===== config.mk =====
export PLATFORM = sky130hd
export DESIGN_NAME = four_bit_adder_sub
export DESIGN_NICKNAME = d
export VERILOG_FILES = /design/src/rtl/four_bit_adder_sub.sv
export SDC_FILE = /design/constraint.sdc
export NUM_CORES = 1
export LEC_CHECK = 0
export CAP_MARGIN = 30
export CORE_AREA = 2 2 39 41
export CTS_BUF_LIST = sky130_fd_sc_hd__clkbuf_4 sky130_fd_sc_hd__clkbuf_8 sky130_fd_sc_hd__clkbuf_16
export CTS_CLUSTER_DIAMETER = 50
export DETAILED_ROUTE_END_ITERATION = 8
export DIE_AREA = 0 0 41 43
export GPL_ROUTABILITY_DRIVEN = 0
export PLACE_DENSITY = 0.59
export REMOVE_ABC_BUFFERS = 1
export SLEW_MARGIN = 20
export SYNTH_ARGS = -nofsm -noshare
export SYNTH_HDL_FRONTEND = slang
export SYNTH_SLANG_ARGS = --single-unit

===== constraint.sdc =====
create_clock -name clk -period 3.9 [get_ports clk]
set_input_delay 1.17 -clock clk [delete_from_list [all_inputs] [get_ports clk]]
set_output_delay 1.17 -clock clk [all_outputs]
set_load 0.05 [all_outputs]

===== src/rtl/four_bit_adder_sub.sv =====
// Registered WIDTH-bit adder/subtractor.
// mode=0 gives A+B with carry_out. mode=1 gives A-B with borrow_out.
// The result appears one clock after a qualified input is sampled.
module four_bit_adder_sub #(
  parameter int unsigned WIDTH = 4
) (
  input  logic             clk,
  input  logic             rst_n,
  input  logic [WIDTH-1:0] a_in,
  input  logic [WIDTH-1:0] b_in,
  input  logic             mode,
  input  logic             in_valid,
  output logic [WIDTH-1:0] out,
  output logic             carry_out,
  output logic             borrow_out,
  output logic             out_valid
);

  logic [WIDTH-1:0] b_eff;
  logic [WIDTH-1:0] sum;
  logic             chain_c;

  // Ripple-carry chain of full-adder cells.
  // Subtraction uses the inverted B operand with a carry-in of 1 (two's complement).
  // The carry is carried as a block-local bit so the chain has no combinational self-loop on a vector.
  always_comb begin
    logic carry;
    b_eff = b_in ^ {WIDTH{mode}};
    sum   = '0;
    carry = mode;
    for (int unsigned i = 0; i < WIDTH; i++) begin
      sum[i] = a_in[i] ^ b_eff[i] ^ carry;
      carry  = (a_in[i] & b_eff[i]) | (a_in[i] & carry) | (b_eff[i] & carry);
    end
    chain_c = carry;
  end

  // Result registers: reset has priority.
  // A valid input loads the registers. Idle cycles hold the result and drop out_valid.
  always_ff @(posedge clk) begin
    if (!rst_n) begin
      out        <= '0;
      carry_out  <= 1'b0;
      borrow_out <= 1'b0;
      out_valid  <= 1'b0;
    end else if (in_valid) begin
      out        <= sum;
      carry_out  <= ~mode & chain_c;
      borrow_out <= mode & ~chain_c;
      out_valid  <= 1'b1;
    end else begin
      out_valid  <= 1'b0;
    end
  end

endmodule


==> flow_summary.yaml, run 1 <==
# physical design summary
setup_path:
  crit_path_max_fanout: 6
  reg2reg_setup_slack_ps: 3260
  r2r_end: "out[0]"
  required_ps: 4080
  crit-reg2reg-launch: "out[0]"
  type_of_element_launching_the_critical_path: "primary input"
  r2r_cells: 2
timing:
  rsz0062_at_grt: "no"
  fin_worst_skew_ps: 0
  worst_slew_pin_slew_ps: 492
  maxSlewHeadroom: 0.671
  fin_crit_ps: 3140
cts:
  cts_buffer_depth: 2
  number_of_clock_sinks_seen_by_cts: 7
  clk_pin_slew_worst_paths_ps: 50
  post-cts-setup-buffers: 0
  htree_levels: 1
run_status:
  status: "finished, final reports clean"
power:
  power_per_cell_area_nw_per_um2: 380
  cellLeakagePower_nw: 0.242
placed_design:
  placement.io_buffers: 18
synthesis:
  synth-area-yosys_sq_um: 385
  netlist_top_cells_count: "7 x sky130_fd_sc_hd__dfxtp_1, 3 x sky130_fd_sc_hd__fa_1, 3 x sky130_fd_sc_hd__inv_1"
  synth-warning-count: 0
  ys_cells: 35
die:
  core.rowCount: 14
  io_pins: 19
  die_y_um: 43
worst_hold_path:
  min-delay-start: "borrow_out"
  worstHoldEndpoint: "borrow_out"
  hold_class: "reg2reg"
global_route:
  met2_routing_resource_usage_after_global_routing: 0.113
  met1_track_usage_gr: 0.111
route:
  routed_length_per_placed_instance_um: 9.01
  vias_per_cell: 4.15
layout:
  drive_gt1_frac: 0.109
[run 1: metrics by stage]
step / util / hold slack (ps) / instance area [sq um] / worst slack, ps / instances
after detailed placement: 0.410 / 462 / 567 / 486 / 67
after CTS: 0.431 / 470 / 597 / 737 / 71
after global placement: 0.410 / 464 / 567 / 488 / 67
final: 0.431 / 468 / 597 / 758 / 71
after global routing: 0.431 / 489 / 597 / 636 / 71
after floorplan: - / 689 / 367 / 1100 / 33
[run 1: flip-flops by register name, summed over array words and instances (netlist names)]
| register | count |
|---|---|
| carry_out | 1 |
| out | 4 |
| borrow_out | 1 |
| out_valid | 1 |
[run 1: metal layers]
| metal | wire length, um | vias to the layer above |
|---|---|---|
| li1 | - | 151 |
| met1 | 289 | 130 |
| met2 | 277 | 14 |
| met3 | 73 | 0 |
| met4 | 0 | 0 |
| met5 | 0 | - |
[run 1: cell families after synthesis]
group / share of synthesized area
compound gates: 0.101
xor+xnor: 0.0909
fa+ha+maj: 0.156
buf+inv: 0.0779
flops: 0.364
mux: 0.0812
simple gates: 0.130
[run 1: how the worst max path moves through the flow]
stage,endpoint,from
6_report,borrow_out,mode
5_1_grt,borrow_out,mode
4_1_cts,borrow_out,mode
3_5_place_dp,out[3],mode
3_3_place_gp,out[3],mode
2_1_floorplan,out[3],b_in[0]
[run 1: critical path, cell delays in order]
cell	delay, ps
sky130_fd_sc_hd__clkdlybuf4s50_1	530
sky130_fd_sc_hd__mux2_2	320
sky130_fd_sc_hd__fa_1	350
sky130_fd_sc_hd__inv_1	70
sky130_fd_sc_hd__fa_1	160
sky130_fd_sc_hd__inv_1	50
sky130_fd_sc_hd__fa_1	370
sky130_fd_sc_hd__nand3b_1	160
sky130_fd_sc_hd__a21boi_1	140
[run 1: layout by cell type (no fill, tap or decap), types with 2 or more instances in the layout]
cell,instances
sky130_fd_sc_hd__xnor2_1,2
sky130_fd_sc_hd__nand2b_1,2
sky130_fd_sc_hd__nand3b_1,2
sky130_fd_sc_hd__inv_1,3
sky130_fd_sc_hd__fa_1,3
sky130_fd_sc_hd__clkdlybuf4s50_1,18
sky130_fd_sc_hd__nor2b_1,2
sky130_fd_sc_hd__xor2_1,2
sky130_fd_sc_hd__mux2i_1,2
sky130_fd_sc_hd__clkbuf_4,4
sky130_fd_sc_hd__dfxtp_1,7
[run 1: area by class of cell]
type	count	area, sq um
fillers	152	787
multi-input cells	23	215
repair buffers	18	180
flip-flops and latches	7	140
clock buffers	4	30.0
well taps	16	20.0
inverters	3	11.3
[run 1: where the power goes]
| group | switching (mW) | leakage [nW] | internal [mW] |
|---|---|---|---|
| logic | 0.0403 | 0.166 | 0.0340 |
| clock network | 0.0257 | 0.0184 | 0.0459 |
| registers | 0.00277 | 0.0578 | 0.0780 |
| total | 0.0687 | 0.242 | 0.158 |
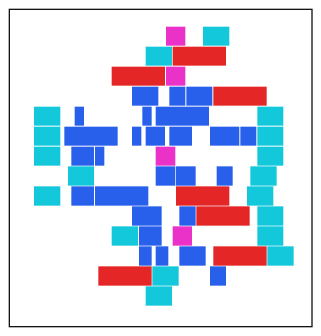
(run_1/cell_classes.png)
| class | color | cells |
|---|---|---|
| flip-flops | red | 7 |
| all other logic | blue | 26 |
| other buffers and delay cells | cyan | 18 |
| clock drivers and dummy loads | magenta | 4 |

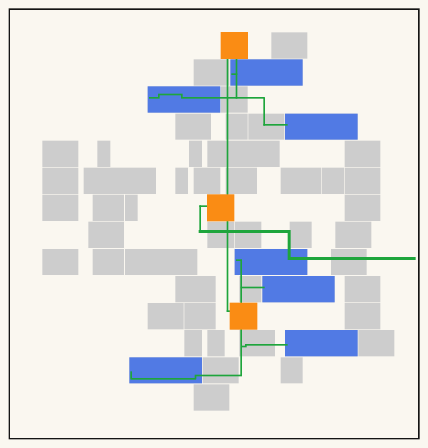
(run_1/clock_map.png)
[flip-flops] blue | count: 7
[clock wires] green | length: 110 um
[cells driving clock nets] orange | count: 3
routed clock nets: 4

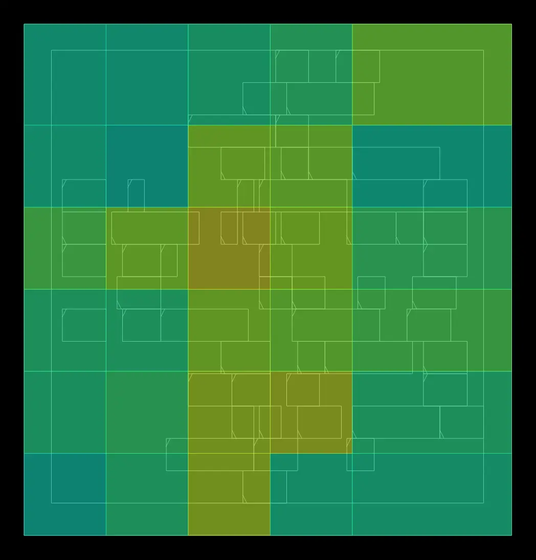
(run_1/final_congestion.png)
final core occ: 0.431
routing usage on met3: 0.0314

==> run 1 -> run 2 <==
PLACE_DENSITY = 0.61   (was 0.59)
clock period = 2.7 ns   (was 3.9 ns; I/O delays follow)
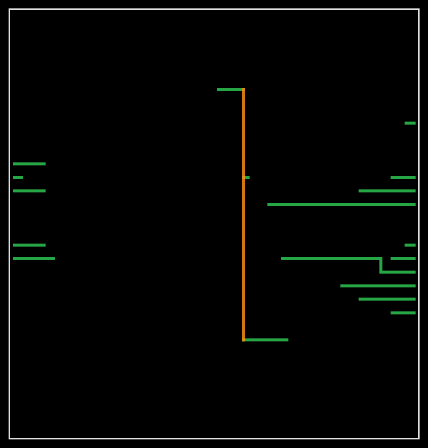
(run_2/metal_stack.png)
Only two layers are drawn.
| layer | color | wire length |
|---|---|---|
| met4 | orange | 25.2 um |
| met3 | green | 76.2 um |

==> flow_summary.yaml, run 2 <==
# physical design summary
route:
  vias_per_cell: 4.30
timing:
  worst_slew_pin_slew_ps: 496
  fin_worst_skew_ps: 0
  maxSlewHeadroom: 0.668
  setup_ws_ps: 62.9
power:
  cellLeakagePower_nw: 0.272
  power_per_cell_area_nw_per_um2: 532
layout:
  top_register: "out"
  final_cell_count_no_fill: 74
  drive_gt1_frac: 0.224
  largest_register_ff_count: 4
  mostFrequentLayoutCell: "sky130_fd_sc_hd__clkdlybuf4s50_1"
  stdcell_area_sq_um: 636
  top_layout_cells: "15 x sky130_fd_sc_hd__clkdlybuf4s50_1, 7 x sky130_fd_sc_hd__dfxtp_1, 4 x sky130_fd_sc_hd__clkbuf_4"
placed_design:
  dp_worst_setup_slack_ps: -364
  post-place-cells: 70
run_status:
  status: "finished, final reports clean"
worst_hold_path:
  min-delay-start: "carry_out"
  hold_class: "reg2reg"
cts:
  number_of_clock_sinks_seen_by_cts: 7
  htree_levels: 1
  cts_buffer_depth: 2
die:
  io_pins: 19
  core.rowCount: 14
  die_y_um: 43
setup_path:
  crit_path_max_fanout: 1
  required_ps: 2850
  reg2reg_setup_slack_ps: 2050
  r2r_cells: 2
  type_of_element_launching_the_critical_path: "primary input"
  r2r_end: "out[0]"
synthesis:
  synth-warning-count: 0
  ys_cells: 35
  netlist_top_cells_count: "7 x sky130_fd_sc_hd__dfxtp_1, 3 x sky130_fd_sc_hd__fa_1, 3 x sky130_fd_sc_hd__inv_1"
  synth-area-yosys_sq_um: 385
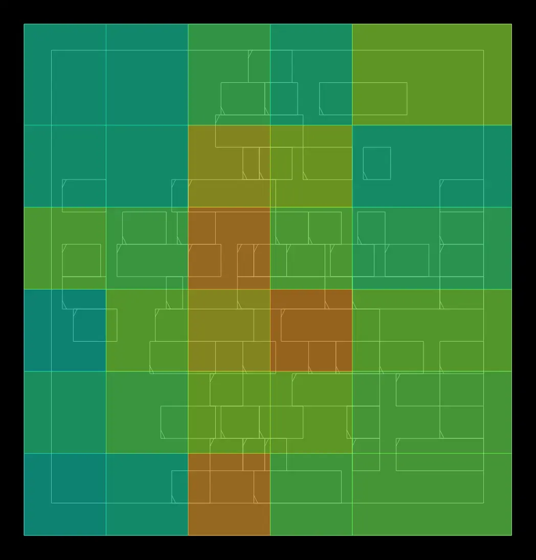
(run_2/final_congestion.png)
total routing resource utilization after global routing: 0.115
GRT busiest layer: met2
routed length per placed instance: 10.2 um
final core occ: 0.459

==> run 2: cell counts after synthesis <==
Identical to the previous run, type by type.
==> run 2: cell families (layout without fill, tap and decap cells) <==
logic type                 Yosys count  in the layout  share of synthesized area
and+or+nand+nor                      8              8                      0.130
DFF                                  7              7                      0.364
AOI/OAI and AO/OA                    5              5                      0.101
buffers and inverters                5             28                     0.0779
xor gates and xnor gates             4              4                     0.0909
adders and majority gates            3              3                      0.156
muxes                                3              3                     0.0812
==> run 2: worst max-delay path, stage by stage <==
cell,delay (ps)
sky130_fd_sc_hd__clkdlybuf4s50_1,500
sky130_fd_sc_hd__xor2_2,160
sky130_fd_sc_hd__fa_2,210
sky130_fd_sc_hd__inv_2,40
sky130_fd_sc_hd__fa_1,360
sky130_fd_sc_hd__inv_1,90
sky130_fd_sc_hd__fa_2,430
sky130_fd_sc_hd__mux2i_1,140
sky130_fd_sc_hd__nor2b_1,60
==> run 2: worst max path at each step <==
stage / startpoint / to / slack [ps] / cells past startpoint
3_5_place_dp: b_in[0] / out[3] / -360 / 9
6_report: b_in[1] / out[3] / 60 / 9
4_1_cts: a_in[0] / out[3] / 50 / 9
3_3_place_gp: b_in[0] / borrow_out / -320 / 9
5_1_grt: b_in[1] / out[3] / -8 / 9
2_1_floorplan: b_in[0] / out[3] / 260 / 8
==> run 2: through the flow <==
| step | utilization | hold WS [ps] | power [mW] |
|---|---|---|---|
| 6_report | 0.459 | 479 | 0.338 |
| 5_1_grt | 0.459 | 505 | 0.362 |
| 4_1_cts | 0.450 | 479 | 0.342 |
| 3_5_place_dp | 0.426 | 470 | 0.231 |
| 3_3_place_gp | 0.426 | 464 | 0.230 |
| 2_1_floorplan | - | 689 | 0.182 |
==> run 2: report_power, final <==
group / switching [mW] / internal, mW
Combinational: 0.0613 / 0.0529
Clock: 0.0410 / 0.0666
Sequential: 0.00400 / 0.113
Total: 0.106 / 0.232
==> run 2: area by class of cell <==
type | count | area, sq um
fill | 132 | 748
clock buffer | 4 | 30.0
multi-input combinational | 23 | 231
sequential | 7 | 140
tap | 16 | 20.0
inverter | 3 | 11.3
timing repair buffer | 21 | 203
==> run 2: per-layer routing <==
metal	routed length [um]	GRT usage	up-vias
met5	0	0	-
met4	25	0.100	0
met3	76	0.0366	3
met2	319	0.166	18
met1	334	0.128	139
li1	-	-	158
==> run 2: timing repair <==
item / in CTS / in global routing
pin swaps: 0 / 1
buffers inserted: 0 / 0
gates resized: 4 / 4
endpoints found under the setup margin: 3 / 2
hold buffers: 0 / 0
Power and IR drop assume default switching activity.
